**Run 1: sequential cells grouped by signal name**

Drawn at 2 px/µm.
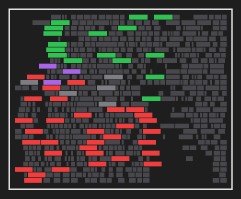
**Run 1: wires at chosen ports, followed through buffers**

Drawn at 3 px/µm.
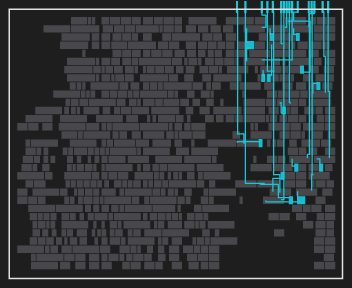
**Run 1: wiring by layer**

Drawn at 3 px/µm.
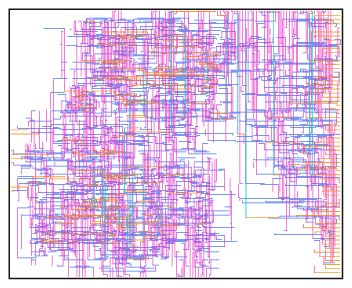
[src/rtl/system_sequencer.sv]
// rtl/system_sequencer.sv - run sequencer: idle/load/execute/halt control, RAM port arbitration, halt and timeout detection
module system_sequencer #(
  parameter int ADDR_WIDTH     = 16,
  parameter int DATA_WIDTH     = 16,
  parameter int HALT_CYCLES    = 5,
  parameter int TIMEOUT_CYCLES = 1000
) (
  input  logic                  clock,
  input  logic                  reset,
  input  logic                  start,
  output logic                  loader_start,
  input  logic                  loader_done,
  input  logic                  loader_mem_write,
  input  logic [ADDR_WIDTH-1:0] loader_mem_addr,
  input  logic [DATA_WIDTH-1:0] loader_mem_write_data,
  input  logic                  cpu_mem_read,
  input  logic                  cpu_mem_write,
  input  logic [ADDR_WIDTH-1:0] cpu_mem_addr,
  input  logic [DATA_WIDTH-1:0] cpu_mem_write_data,
  input  logic [15:0]           cpu_pc,
  input  logic [2:0]            cpu_state,
  output logic                  cpu_hold,
  output logic                  mem_read,
  output logic                  mem_write,
  output logic [ADDR_WIDTH-1:0] mem_addr,
  output logic [DATA_WIDTH-1:0] mem_write_data,
  output logic [1:0]            system_state,
  output logic                  halted,
  output logic                  timeout,
  output logic [31:0]           cycle_count
);

  localparam int SW = $clog2(HALT_CYCLES + 1);

  typedef enum logic [1:0] {
    S_IDLE      = 2'd0,
    S_LOADING   = 2'd1,
    S_EXECUTING = 2'd2,
    S_HALTED    = 2'd3
  } state_t;

  state_t          r_state;
  state_t          w_next;
  logic            r_loader_start;
  logic            r_halted;
  logic            r_timeout;
  logic [31:0]     r_cycle_count;
  logic [15:0]     r_prev_pc;
  logic [SW-1:0]   r_stable_count;
  logic [SW-1:0]   w_stable_next;
  logic            w_pc_match;
  logic            w_halt_hit;
  logic            w_timeout_hit;
  logic            w_set_halted;
  logic            w_set_timeout;
  logic            w_enter_load;
  logic            w_enter_exec;

  // A fetch at the same PC as last cycle means the program is spinning on itself.
  always_comb begin
    w_pc_match    = (cpu_state == 3'd0) && (cpu_pc == r_prev_pc);
    w_stable_next = '0;
    if (w_pc_match) begin
      if (r_stable_count == {SW{1'b1}}) w_stable_next = r_stable_count;
      else                              w_stable_next = r_stable_count + 1'b1;
    end
    w_halt_hit    = (w_stable_next >= SW'(HALT_CYCLES));
    w_timeout_hit = (r_cycle_count == 32'(TIMEOUT_CYCLES - 1));
  end

  always_comb begin
    w_next        = r_state;
    w_set_halted  = 1'b0;
    w_set_timeout = 1'b0;
    case (r_state)
      S_IDLE:    if (start) w_next = S_LOADING;
      S_LOADING: if (loader_done) w_next = S_EXECUTING;
      S_EXECUTING: begin
        if (w_halt_hit) begin
          w_next       = S_HALTED;
          w_set_halted = 1'b1;
        end else if (w_timeout_hit) begin
          w_next        = S_HALTED;
          w_set_timeout = 1'b1;
        end
      end
      S_HALTED:  if (start) w_next = S_LOADING;
      default:   w_next = S_IDLE;
    endcase
  end

  assign w_enter_load = (w_next == S_LOADING) && (r_state != S_LOADING);
  assign w_enter_exec = (w_next == S_EXECUTING) && (r_state == S_LOADING);

  always_ff @(posedge clock or negedge reset) begin
    if (!reset) begin
      r_state        <= S_IDLE;
      r_loader_start <= 1'b0;
      r_halted       <= 1'b0;
      r_timeout      <= 1'b0;
      r_cycle_count  <= 32'd0;
      r_stable_count <= '0;
      r_prev_pc      <= 16'hFFFF;
    end else begin
      r_state        <= w_next;
      r_loader_start <= w_enter_load;
      if (w_enter_load) begin
        r_halted       <= 1'b0;
        r_timeout      <= 1'b0;
        r_cycle_count  <= 32'd0;
        r_stable_count <= '0;
      end else if (w_enter_exec) begin
        r_prev_pc      <= 16'hFFFF;
        r_stable_count <= '0;
      end else if (r_state == S_EXECUTING) begin
        if (r_cycle_count != 32'hFFFF_FFFF) r_cycle_count <= r_cycle_count + 32'd1;
        r_stable_count <= w_stable_next;
        r_prev_pc      <= cpu_pc;
        if (w_set_halted)  r_halted  <= 1'b1;
        if (w_set_timeout) r_timeout <= 1'b1;
      end
    end
  end

  // RAM port owner follows the registered state only, so requests pass with no added latency.
  always_comb begin
    mem_read       = 1'b0;
    mem_write      = 1'b0;
    mem_addr       = '0;
    mem_write_data = '0;
    case (r_state)
      S_LOADING: begin
        mem_write      = loader_mem_write;
        mem_addr       = loader_mem_addr;
        mem_write_data = loader_mem_write_data;
      end
      S_EXECUTING: begin
        mem_read       = cpu_mem_read;
        mem_write      = cpu_mem_write;
        mem_addr       = cpu_mem_addr;
        mem_write_data = cpu_mem_write_data;
      end
      default: ;
    endcase
  end

  assign cpu_hold     = (r_state != S_EXECUTING);
  assign loader_start = r_loader_start;
  assign system_state = r_state;
  assign halted       = r_halted;
  assign timeout      = r_timeout;
  assign cycle_count  = r_cycle_count;

endmodule

[config.mk]
export PLATFORM = sky130hd
export DESIGN_NAME = system_sequencer
export DESIGN_NICKNAME = d
export VERILOG_FILES = /design/src/rtl/system_sequencer.sv
export SDC_FILE = /design/constraint.sdc
export NUM_CORES = 1
export LEC_CHECK = 0
export CORE_ASPECT_RATIO = 0.8
export CORE_MARGIN = 2
export CORE_UTILIZATION = 44
export DETAILED_ROUTE_END_ITERATION = 8
export GPL_ROUTABILITY_DRIVEN = 1
export PLACE_DENSITY = 0.87
export SETUP_SLACK_MARGIN = 0.2
export SYNTH_ARGS = -nofsm -noshare
export SYNTH_HDL_FRONTEND = slang
export SYNTH_SLANG_ARGS = --single-unit
[constraint.sdc]
create_clock -name clock -period 3.25 [get_ports clock]
set_clock_uncertainty 0.2 [all_clocks]
set_input_delay 0.325 -clock clock [delete_from_list [all_inputs] [get_ports clock]]
set_output_delay 0.325 -clock clock [all_outputs]
set_load 0.05 [all_outputs]
==> results.cfg, run 1 <==
; yosys + openroad results
[status]
status = completed

[min_path]
hold_start = r_prev_pc[12]

[floorplanning]
chipArea_um2 = 9870
taps = 115
core-area_um2 = 8960
num_io_pins = 162

[clocking]
post_cts_buffers = 2
hold_buffers = 1
root_buffer = clkbuf_16
cts_tree = done
clock-sinks = 56

[final_timing]
setup_tns_ns = 0
maxSlewViolCount = 0
holdWs_ns = 0.350
max_freq_mhz = 331
hold_violations = 0
period_used_pct = 92.9
slew_headroom_pct = 52.3

[power]
leakagePower_nw = 2.27
powerComb_mw = 2.86
p_comb_share_pct = 61.8
ir_drop_v = 0.000450
powerSeq_mw = 1.10
swShare_pct = 47.4
p_seq_share_pct = 23.8
p_int_mw = 2.44
power_density_nw_per_um2 = 719
switchingPower_mw = 2.19
pg_clk_mw = 0.666

[layout]
regArea_um2 = 1420
n_fill_cell = 607
comb_area_um2 = 2480
sh_comb_area_pct = 38.5
stdcell_area_um2 = 6440
seq_share_pct = 22.1
final_core_util_pct = 71.9
diodes = 0
seq_cells = 56
nonClkBufAreaFrac_pct = 33.8
n_all_inverters = 9
n_clock_buffer = 7

[synthesis]
ys_cells = 471
top_cells_by_area = dfrtp_1 (25%), dfstp_2 (11%), a22oi_1 (6.6%)
top_area_cell = dfrtp_1
ys_chip_area_um2 = 4000
yosys.stat.seqShare_pct = 35.6
async_flop_share_pct = 100
top_logic_kind = AND-OR/OR-AND gates
synth_area_um2 = 4000
ys_types = 50
numSynthFlops = 56
yosys.area_share.simple_pct = 23.6

[drt]
met2_length_um = 8030
wirelength_met1_um = 5890
routed-via-count = 4900
drtIter0Drc = 502
drtAntennaViolNets = 0

[worst_setup_path]
crit_chain = xor2_1 > or4_1 > nor4_4 > and3_4 > nor3_4 > buf_12 > or4_1 > a21oi_1
critPathMaxFanout = 41
r2r-start = r_prev_pc[6]
cp.depth = 8
rrSetupSlack_ns = 0.23
crit_path_max_incr_delay_ns = 0.56
critical_path.most_common_cell = or4_1
rr_endpoint = cycle_count[18]
path_class = flop to flop
cp_slowest_cell = dfstp_2

[grt]
grt_pass1_vias = 4448
grt.total_usage_pct = 29.2
antenna_found_initial = 0

[placement]
dp_cells = 726

[run]
cap_violations = 0
Notes on 'sequential cells grouped by signal name' above:
legend:
  cycle_count:
    color: red
    flops: 32
  r_stable_count:
    color: purple
    flops: 3
  r_prev_pc:
    color: green
    flops: 16
not colored: 5

Notes on 'wires at chosen ports, followed through buffers' above:
legend:
  mem_write_data:
    color: cyan
    bits: 16
    direction: output
    edge: north
    end_cells: 16
    buffers: 16
    wire: 659 µm

Notes on 'wiring by layer' above:
legend:
  M3:
    color: orange
    wire_length: 1,420 µm
  M4:
    color: cyan
    wire_length: 598 µm
  M1:
    color: blue
    wire_length: 5,890 µm
  M2:
    color: magenta
    wire_length: 8,030 µm

## run 1: cells in the final DEF, fill, tap and decap left out, drive strengths merged, types with 9 or more instances in the layout
cell | synthesis | final
clkdlybuf4s50 | 0 | 127
nor2 | 63 | 63
buf | 16 | 59
dfrtp | 40 | 40
a21oi | 37 | 37
a22oi | 35 | 35
or4 | 23 | 23
o31ai | 22 | 22
nand4 | 18 | 18
nand2 | 17 | 17
a2111oi | 17 | 17
dfstp | 16 | 16
a311oi | 16 | 16
a211oi | 16 | 16
nand3 | 15 | 15
o21ai | 13 | 13
xnor2 | 12 | 12
or3 | 11 | 11
inv | 9 | 9
## Run 2: what changed since run 1
- CTS_CLUSTER_SIZE: unset -> 28
**Run 2: wires at chosen ports, followed through buffers**

Drawn at 3 px/µm.
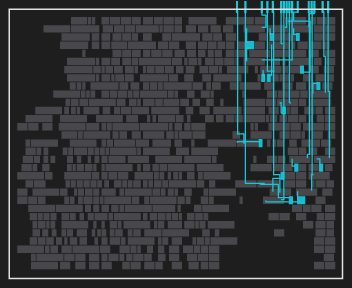
legend:
  mem_write_data:
    color: cyan
    bits: 16
    direction: output
    edge: north
    end_cells: 16
    buffers: 16
    wire: 659 µm

==> results.cfg, run 2 <==
; yosys + openroad results
[grt]
grt_pass1_wl_um = 23200
grt_pass1_vias = 4448
antenna_found_initial = 0
grt_use_met3_pct = 5.22
grt.total_usage_pct = 29.2

[placement]
place_area_um2 = 6090
dp_cells = 726

[worst_setup_path]
rr_endpoint = cycle_count[18]
rrSetupSlack_ns = 0.23
r2r-start = r_prev_pc[6]
critPathMaxFanout = 41
path_class = flop to flop
cp_slowest_cell = dfstp_2
crit_chain = xor2_1 > or4_1 > nor4_4 > and3_4 > nor3_4 > buf_12 > or4_1 > a21oi_1
worstPathBufferInverterCount = 1
critical_path.most_common_cell = or4_1
crit_path_max_incr_delay_ns = 0.56
r2r_cells = 8

[clocking]
cts_tree = done
root_buffer = clkbuf_16
clock-sinks = 56
hold_buffers = 1

[floorplanning]
core-area_um2 = 8960
taps = 115
chipArea_um2 = 9870
num_io_pins = 162

[synthesis]
top_area_cell = dfrtp_1
ys_types = 50
synth_area_um2 = 4000
async_flop_share_pct = 100
yosys.stat.seqShare_pct = 35.6
ys_chip_area_um2 = 4000
top_cells_by_area = dfrtp_1 (25%), dfstp_2 (11%), a22oi_1 (6.6%)

[power]
ir_drop_v = 0.000450
power_density_nw_per_um2 = 719
leakagePower_nw = 2.27
p_int_mw = 2.44
p_seq_share_pct = 23.8
swShare_pct = 47.4
p_comb_share_pct = 61.8
switchingPower_mw = 2.19

[final_timing]
period_used_pct = 92.9
setup_tns_ns = 0
max_freq_mhz = 331
holdWs_ns = 0.350
maxSlewViolCount = 0
slew_headroom_pct = 52.3

[layout]
seq_cells = 56
n_fill_cell = 607
lay_top_cells = clkdlybuf4s50_1 (127), nor2_1 (62), dfrtp_1 (38)
comb_area_um2 = 2480
n_all_inverters = 9
seq_share_pct = 22.1
stdcell_area_um2 = 6440
diodes = 0
regArea_um2 = 1420
nonClkBufAreaFrac_pct = 33.8
final_core_util_pct = 71.9
n_clock_buffer = 7

[status]
status = completed

[run]
cap_violations = 0

[drt]
routed-via-count = 4900
met2_length_um = 8030
wirelength_met1_um = 5890
drtAntennaViolNets = 0
drtIter0Drc = 502

[min_path]
hold_start = r_prev_pc[12]
==> run 2: cell counts after synthesis <==
No cell type changed its count.
==> run 2: kinds of logic (layout without fill, tap and decap cells) <==
logic type      count (synthesis)  after routing  synth area share [%]
fa+ha+maj                       6              6                  1.88
simple gates                  177            177                  23.6
buf+inv                        52            204                  6.04
compound gates                163            163                  29.2
mux                             1              1                 0.250
flops                          56             56                  35.6
xor+xnor                       16             16                  3.51
==> run 2: power by group through the flow <==
stage / Sequential, mW / Clock (mW) / Combinational [mW]
detailed placement: 1.09 / 0 / 2.68
global placement: 1.07 / 0 / 2.62
global route: 1.12 / 0.691 / 3.02
floorplan: 1.18 / 0 / 1.51
CTS: 1.08 / 0.662 / 2.74
finish: 1.10 / 0.666 / 2.86
## Run 3: what changed since run 2
- CTS_CLUSTER_SIZE: 28 -> 24
**Run 3: wires at chosen ports, followed through buffers**

Drawn at 3 px/µm.
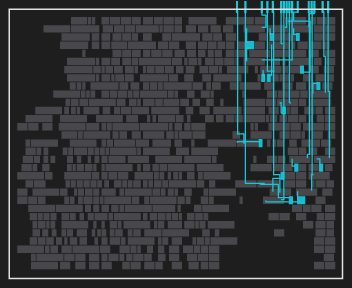
legend:
  mem_write_data:
    color: cyan
    bits: 16
    direction: output
    edge: north
    end_cells: 16
    buffers: 16
    wire: 659 µm

==> results.cfg, run 3 <==
; yosys + openroad results
[layout]
n_clock_buffer = 7
lay_top_cells = clkdlybuf4s50_1 (127), nor2_1 (62), dfrtp_1 (38)
mostFrequentLayoutCell = clkdlybuf4s50_1
n_all_inverters = 9
final_core_util_pct = 71.9
diodes = 0
nonClkBufAreaFrac_pct = 33.8
comb_area_um2 = 2480
final_nets = 718
regArea_um2 = 1420
n_fill_cell = 607

[synthesis]
edf_count = 0
ys_cells = 471
ys_chip_area_um2 = 4000
yosys.stat.seqShare_pct = 35.6
top_cells_by_area = dfrtp_1 (25%), dfstp_2 (11%), a22oi_1 (6.6%)
yosys.area_share.simple_pct = 23.6
numSynthFlops = 56
synthAoiAreaFrac_pct = 29.2
ys_types = 50
synth_area_um2 = 4000
adder_share_pct = 1.88
xor_share_pct = 3.51
yosysMostFrequentCell = nor2_1
async_flop_share_pct = 100
top_area_cell = dfrtp_1
muxShareOfSynthArea_pct = 0.250

[floorplanning]
chipArea_um2 = 9870
die_h_um = 89.3
num_io_pins = 162
taps = 115

[grt]
grt_use_met3_pct = 5.22
grt.total_usage_pct = 29.2
grt_pass1_wl_um = 23200
antenna_found_initial = 0

[placement]
place_area_um2 = 6090

[power]
p_comb_share_pct = 61.8
switchingPower_mw = 2.19
power_density_nw_per_um2 = 719
leakagePower_nw = 2.27
p_int_mw = 2.44
swShare_pct = 47.4
pg_clk_mw = 0.666
powerComb_mw = 2.86
largestPowerGroup = combinational cells

[worst_setup_path]
critPathMaxFanout = 41
crit_path_max_incr_delay_ns = 0.56
crit_chain = xor2_1 > or4_1 > nor4_4 > and3_4 > nor3_4 > buf_12 > or4_1 > a21oi_1
path_class = flop to flop
cp.depth = 8
r2r_cells = 8
rr_endpoint = cycle_count[18]
r2r-start = r_prev_pc[6]
cp_slowest_cell = dfstp_2
worstPathBufferInverterCount = 1
rrSetupSlack_ns = 0.23
critical_path.most_common_cell = or4_1

[final_timing]
max_freq_mhz = 331
hold_violations = 0
period_used_pct = 92.9
maxSlewViolCount = 0

[clocking]
root_buffer = clkbuf_16
clock-sinks = 56
cts_tree = done

[drt]
drtIter0Drc = 502
drtAntennaViolNets = 0
met2_length_um = 8030
wirelength_met1_um = 5890
routed-via-count = 4900
wire_per_inst_um = 21.6

[run]
cap_violations = 0

[status]
status = completed
run 3: per-stage QoR:
step | power, mW | std cells | worst slack (ns) | hold slack, ns | setup TNS [ns]
2_1_floorplan | 2.69 | 471 | 0.220 | -0.171 | 0
3_3_place_gp | 3.69 | 726 | 0.0598 | 0.202 | 0
3_5_place_dp | 3.77 | 726 | -0.0487 | 0.211 | -0.249
4_1_cts | 4.48 | 737 | 0.189 | 0.346 | 0
5_1_grt | 4.82 | 738 | 0.147 | 0.372 | 0
6_report | 4.63 | 738 | 0.232 | 0.350 | 0
run 3: timing repair:
item                                   CTS  global route
endpoints found under the hold margin   23             0
hold buffers                             1             0
setup endpoints to repair               32            47
gates resized                            6            21
pin swaps                                0             2
setup buffers                            2             1
cloned                                   0             0
Power figures rest on the tool's default switching activity, not on a simulated workload.
